[config.mk]
export PLATFORM = sky130hd
export DESIGN_NAME = lc_trans_req_gate
export DESIGN_NICKNAME = d
export VERILOG_FILES = /design/src/rtl/lc_trans_pkg.sv /design/src/rtl/lc_trans_req_gate.sv
export SDC_FILE = /design/constraint.sdc
export NUM_CORES = 1
export LEC_CHECK = 0
export CAP_MARGIN = 20
export CORE_MARGIN = 2
export CORE_UTILIZATION = 46
export DETAILED_ROUTE_END_ITERATION = 10
export GPL_ROUTABILITY_DRIVEN = 0
export PLACE_DENSITY = 0.81
export SYNTH_ARGS = -nofsm -noshare
export SYNTH_HDL_FRONTEND = slang
export SYNTH_SLANG_ARGS = --single-unit
[constraint.sdc]
create_clock -name clk -period 1.9 [get_ports clk]
set_input_delay 0.285 -clock clk [delete_from_list [all_inputs] [get_ports clk]]
set_output_delay 0.285 -clock clk [all_outputs]
set_load 0.005 [all_outputs]
[src/rtl/lc_trans_pkg.sv]
// Shared types for the life cycle transition request gate.
// Holds the decoded state encoding, the status codes and the legality helpers.
package lc_trans_pkg;

  typedef enum logic [2:0] {
    DecLcStRaw     = 3'd0,
    DecLcStTestUnl = 3'd1,
    DecLcStTestLck = 3'd2,
    DecLcStRma     = 3'd3,
    DecLcStInvalid = 3'd7
  } dec_lc_state_e;

  typedef enum logic [2:0] {
    TrStOk       = 3'd0,
    TrStIllegal  = 3'd1,
    TrStBadToken = 3'd2,
    TrStCoreFail = 3'd3,
    TrStTimeout  = 3'd4,
    TrStLocked   = 3'd5
  } lc_trans_status_e;

  typedef enum logic [2:0] {
    GIdle,
    GCheck,
    GIssue,
    GWaitAck,
    GResp,
    GLocked
  } gate_state_e;

  function automatic logic lc_trans_legal(
    input logic [2:0] src,
    input logic [2:0] dst
  );
    logic ok;
    ok = 1'b0;
    unique case (1'b1)
      src == DecLcStRaw:
        ok = (dst == DecLcStTestUnl);
      src == DecLcStTestUnl:
        ok = (dst == DecLcStTestLck) ||
             (dst == DecLcStRma);
      src == DecLcStTestLck:
        ok = (dst == DecLcStTestUnl) ||
             (dst == DecLcStRma);
      default: ok = 1'b0;
    endcase
    return ok;
  endfunction

  function automatic logic lc_trans_guarded(
    input logic [2:0] src,
    input logic [2:0] dst
  );
    return (dst == DecLcStRma) ||
           (src == DecLcStTestLck &&
            dst == DecLcStTestUnl);
  endfunction

endpackage

[src/rtl/lc_trans_req_gate.sv]
// Checks host transition requests before they reach the life cycle controller.
// Counts failed attempts and locks out until reset once the threshold is hit.
module lc_trans_req_gate
  import lc_trans_pkg::*;
#(
  parameter int unsigned TOKEN_W      = 32,
  parameter logic [TOKEN_W-1:0] UNLOCK_TOKEN = 32'hC0DE_5A5A,
  parameter int unsigned MAX_FAILS    = 3,
  parameter int unsigned ACK_TIMEOUT  = 64,
  localparam int unsigned FCW = $clog2(MAX_FAILS + 1),
  localparam int unsigned TW  = $clog2(ACK_TIMEOUT + 1)
) (
  input  logic               clk,
  input  logic               rst_n,
  input  logic               req_valid_i,
  output logic               req_ready_o,
  input  logic [2:0]         req_target_i,
  input  logic [TOKEN_W-1:0] req_token_i,
  input  logic [2:0]         cur_state_i,
  output logic               trans_cmd_o,
  output logic [2:0]         trans_target_o,
  input  logic               trans_ack_i,
  input  logic               trans_ok_i,
  output logic               rsp_valid_o,
  input  logic               rsp_ready_i,
  output logic [2:0]         rsp_status_o,
  output logic [FCW-1:0]     fail_cnt_o,
  output logic               locked_o
);

  localparam logic [FCW-1:0] FMAX = FCW'(MAX_FAILS);
  localparam logic [TW-1:0]  TLAST = TW'(ACK_TIMEOUT - 1);

  gate_state_e      state_q, state_d;
  lc_trans_status_e status_q, status_d;
  logic [2:0]         tgt_q, tgt_d;
  logic [2:0]         src_q, src_d;
  logic [TOKEN_W-1:0] tok_q, tok_d;
  logic               cmd_q, cmd_d;
  logic               rsp_q, rsp_d;
  logic [FCW-1:0]     fail_q, fail_d;
  logic               lock_q, lock_d;
  logic [TW-1:0]      tmo_q, tmo_d;
  logic               fail_evt;

  always_ff @(posedge clk or negedge rst_n) begin
    if (!rst_n) begin
      state_q  <= GIdle;
      status_q <= TrStOk;
      tgt_q    <= '0;
      src_q    <= '0;
      tok_q    <= '0;
      cmd_q    <= 1'b0;
      rsp_q    <= 1'b0;
      fail_q   <= '0;
      lock_q   <= 1'b0;
      tmo_q    <= '0;
    end else begin
      state_q  <= state_d;
      status_q <= status_d;
      tgt_q    <= tgt_d;
      src_q    <= src_d;
      tok_q    <= tok_d;
      cmd_q    <= cmd_d;
      rsp_q    <= rsp_d;
      fail_q   <= fail_d;
      lock_q   <= lock_d;
      tmo_q    <= tmo_d;
    end
  end

  always_comb begin
    state_d  = state_q;
    status_d = status_q;
    tgt_d    = tgt_q;
    src_d    = src_q;
    tok_d    = tok_q;
    cmd_d    = cmd_q;
    rsp_d    = rsp_q;
    fail_d   = fail_q;
    lock_d   = lock_q;
    tmo_d    = tmo_q;
    fail_evt = 1'b0;
    unique case (state_q)
      GIdle: begin
        if (req_valid_i) begin
          tgt_d   = req_target_i;
          tok_d   = req_token_i;
          src_d   = cur_state_i;
          state_d = GCheck;
        end
      end
      GCheck: begin
        if (!lc_trans_legal(src_q, tgt_q)) begin
          status_d = TrStIllegal;
          fail_evt = 1'b1;
        end else if (lc_trans_guarded(src_q, tgt_q) &&
                     tok_q != UNLOCK_TOKEN) begin
          status_d = TrStBadToken;
          fail_evt = 1'b1;
        end else begin
          state_d = GIssue;
        end
        if (fail_evt) begin
          rsp_d   = 1'b1;
          state_d = GResp;
        end
      end
      GIssue: begin
        cmd_d   = 1'b1;
        tmo_d   = '0;
        state_d = GWaitAck;
      end
      GWaitAck: begin
        tmo_d = tmo_q + 1'b1;
        // An ack landing on the last timeout cycle still counts.
        if (trans_ack_i) begin
          cmd_d    = 1'b0;
          rsp_d    = 1'b1;
          status_d = trans_ok_i ? TrStOk : TrStCoreFail;
          fail_evt = !trans_ok_i;
          state_d  = GResp;
        end else if (tmo_q == TLAST) begin
          cmd_d    = 1'b0;
          rsp_d    = 1'b1;
          status_d = TrStTimeout;
          fail_evt = 1'b1;
          state_d  = GResp;
        end
      end
      GResp: begin
        if (rsp_ready_i) begin
          rsp_d   = 1'b0;
          state_d = lock_q ? GLocked : GIdle;
        end
      end
      GLocked: begin
        if (req_valid_i) begin
          status_d = TrStLocked;
          rsp_d    = 1'b1;
          state_d  = GResp;
        end
      end
      default: state_d = GIdle;
    endcase
    if (fail_evt && fail_q != FMAX) begin
      fail_d = fail_q + 1'b1;
      if (fail_d == FMAX) lock_d = 1'b1;
    end
  end

  assign req_ready_o = rst_n &
    (state_q == GIdle || state_q == GLocked);
  assign trans_cmd_o    = cmd_q;
  assign trans_target_o = tgt_q;
  assign rsp_valid_o    = rsp_q;
  assign rsp_status_o   = status_q;
  assign fail_cnt_o     = fail_q;
  assign locked_o       = lock_q;

endmodule
Fig. 1: run 1, clock nets
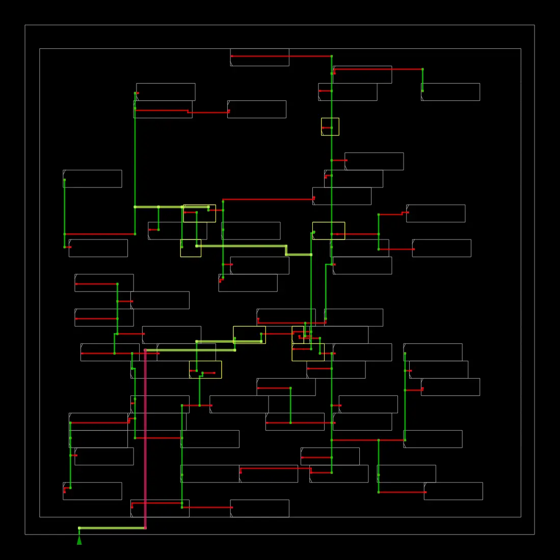
# clk buffers: 5
flop count: 56

Fig. 2: run 1, register map, names as in the netlist
Other sequential cells in the stronger gray, the rest of the logic in the fainter gray.
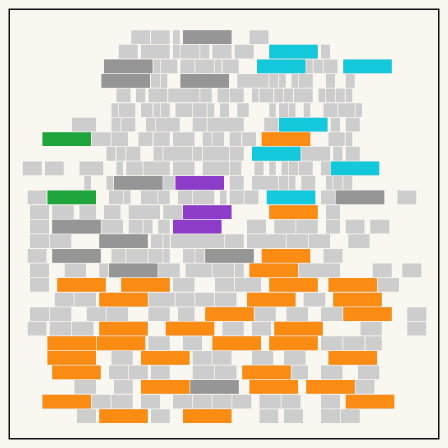
orange -> tok_q  # flops 32
green -> fail_cnt_o  # flops 2
cyan -> tmo_q  # flops 7
purple -> state_q  # flops 3
not colored = 12

==> impl_metrics.yaml, run 1 <==
# synthesis and place-and-route metrics
drt:
  totalWireLength_mm: 5.80
  wl_met2_mm: 3.01
  viasPerCell: 5.36
  postRouteAntennaNets: 0
logic_synthesis:
  yosysCellCount: 219
  syn_inst: 219
  most_common_cell: "dfrtp_1"
  yosys-top-cells-count: "dfrtp_1, mux2_2, nand2_1, o21ai_0"
  top_cells_by_area: "dfrtp_1, mux2_2, o21ai_0, nand2_1, a21oi_1"
  top_area_frac: 0.529
  syn_area_sq_um: 2650
floorplanning:
  rows: 27
  fp-utilization: 0.478
finish:
  drive_gt1_frac: 0.312
  final_cell_mix: "dfrtp_1, clkdlybuf4s50_1, mux2_2"
  buffer_area_frac: 0.213
  largest_class: "sequential cells"
  num-nonclk-buffers: 83
  inverters_excl_clock: 6
  post-route-util: 0.653
  seq_share: 0.388
clock_tree:
  cts.reportedPaths.clkPinSlew_ns: 0.10
  clockRootBuffer: "clkbuf_8"
  cts_buffers: 5
  clockBufferDepth: 2
  clkLatencyLatePin_ns: 0.30
sta:
  final.period_utilization: 1.13
  setup_ws_ns: -0.252
  max_freq_mhz: 465
  finalSetupViolCount: 8
  worst_pin_slew_ns: 0.686
placed_design:
  place_ws_ns: -0.237
  hpwl_mm: 4.08
  post-place-cells: 361
grt:
  grt_pass1_vias: 2000
  antenna_found_initial: 0
  busiest_layer: "met2"
  use_met2: 0.342
  grt_usage: 0.198
status:
  status: "finished with violations"
  violations: "negative setup slack"
run:
  openroad.warnings: 30
  cap_violations: 0
setup_path:
  path_max_fanout: 3
pwr:
  power_switching_mw: 1.67
min_path:
  hold_path_class: "input port to asynchronous set/reset pin"
Fig. 3: run 1, gate-type map
The bar under the picture is 20 um long.
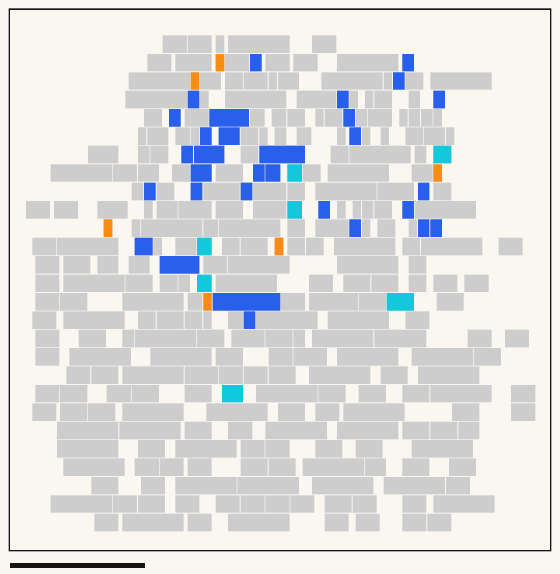
blue -> aoi and oai cells  # cells 31
orange -> inv cells  # cells 6
cyan -> and/or cells  # cells 7, where center

run 1: power by group through the flow:
stage               registers (mW)  logic (mW)  clock network (mW)
detailed placement            2.08        2.18                   0
CTS                           2.06        2.22               0.673
finish                        2.06        2.30               0.655
global route                  2.14        2.51               0.729
global placement              2.05        2.12                   0
floorplan                     2.03        1.37                   0
run 1: worst max-delay path: stages (launching register included):
cell	delay, ns
dfrtp_1	0.40
or4_4	0.55
nor4_4	0.22
a2111oi_4	0.15
a211o_1	0.33
nand2_4	0.10
mux2_4	0.30
run 1: sequential cells by signal, summed over array words and instances, names as in the netlist:
name	count
locked_o	1
rsp_valid_o	1
trans_target_o	3
rsp_status_o	3
tmo_q	7
trans_cmd_o	1
tok_q	32
state_q	3
src_q	3
fail_cnt_o	2
==> run 1 -> run 2 <==
CORE_UTILIZATION = 50   (was 46)
PLACE_DENSITY = 0.84   (was 0.81)
clock period = 2.15 ns   (was 1.9 ns; I/O delays follow)
Fig. 4: run 2, routed metal, one color a layer
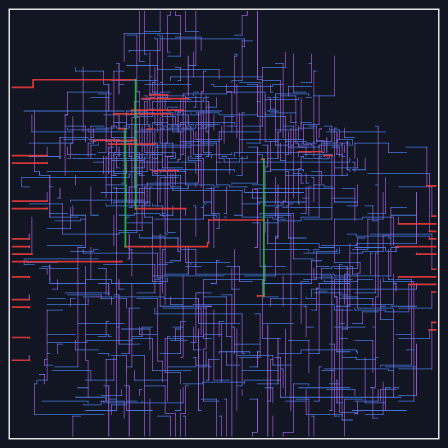
green -> M4  # wire length 68.7 um
blue -> M1  # wire length 2370 um
red -> M3  # wire length 224 um
purple -> M2  # wire length 2570 um
GRT Total Usage: 0.192
vias post-DR: 1910

==> impl_metrics.yaml, run 2 <==
# synthesis and place-and-route metrics
status:
  status: "finished clean"
sta:
  setup_ws_ns: 0.0133
  worst_pin_slew_ns: 0.676
  final.period_utilization: 0.994
  finalSetupViolCount: 0
drt:
  wl_met2_mm: 2.57
  postRouteAntennaNets: 0
  totalWireLength_mm: 5.24
  viasPerCell: 5.37
grt:
  grt_pass1_vias: 1924
  antenna_found_initial: 0
pwr:
  power-top-group: "sequential cells"
  pg_comb_mw: 1.83
  power_switching_mw: 1.41
  pg_clk_mw: 0.581
  powerSeq_mw: 1.84
setup_path:
  path_depth: 7
  path_cells: "ha_1, nand4b_1, nor2_1, or3_1, a211o_1, nand2_4, mux2_4"
  crit_slowest_cell: "dfrtp_1"
  crit_path_max_incr_delay_ns: 0.43
  critPathBufInv: 0
  cp_top_family: "simple AND/OR/NAND/NOR gates"
floorplanning:
  fp-utilization: 0.518
  rows: 26
clock_tree:
  clockRootBuffer: "clkbuf_8"
  clkLatencyLatePin_ns: 0.31
  cts_buffers: 5
  cts.reportedPaths.clkPinSlew_ns: 0.10
  clockBufferDepth: 2
logic_synthesis:
  top_area_frac: 0.529
  syn_area_sq_um: 2650
  syn_inst: 219
  most_common_cell: "dfrtp_1"
run:
  cap_violations: 0
  openroad.warnings: 28
finish:
  drive_gt1_frac: 0.255
  post-route-util: 0.677
  top_regs: "tok_q (32), tmo_q (7)"
  final_cell_mix: "dfrtp_1, clkdlybuf4s50_1, mux2_2"
## run 2: cell counts after synthesis
Identical to the previous run, type by type.
## run 2: area by class of cell
cell class              count  share of cell area
well taps                  70              0.0253
repair buffers             68               0.190
flip-flops and latches     56               0.405
inverters                   6             0.00651
clock inverters             3             0.00615
clock buffers               5              0.0199
multi-input cells         148               0.347
## run 2: cell families (layout without fill, tap and decap cells)
kind of cell             count (synthesis)  after routing
adder cells (fa/ha/maj)                  3              3
AND-OR/OR-AND                           38             38
multiplexers                            43             43
XOR/XNOR                                 1              1
buffers and inverters                   15             82
flip-flops                              56             56
AND/OR/NAND/NOR                         63             63
## run 2: repair_timing
item                                   in CTS  in global routing
setup endpoints to repair                   2                  6
gates cloned                                0                  0
endpoints found under the hold margin       0                  0
resized                                     0                  2
pin swaps                                   1                  1
No activity file was given, so power comes from the tool's default toggle rates.
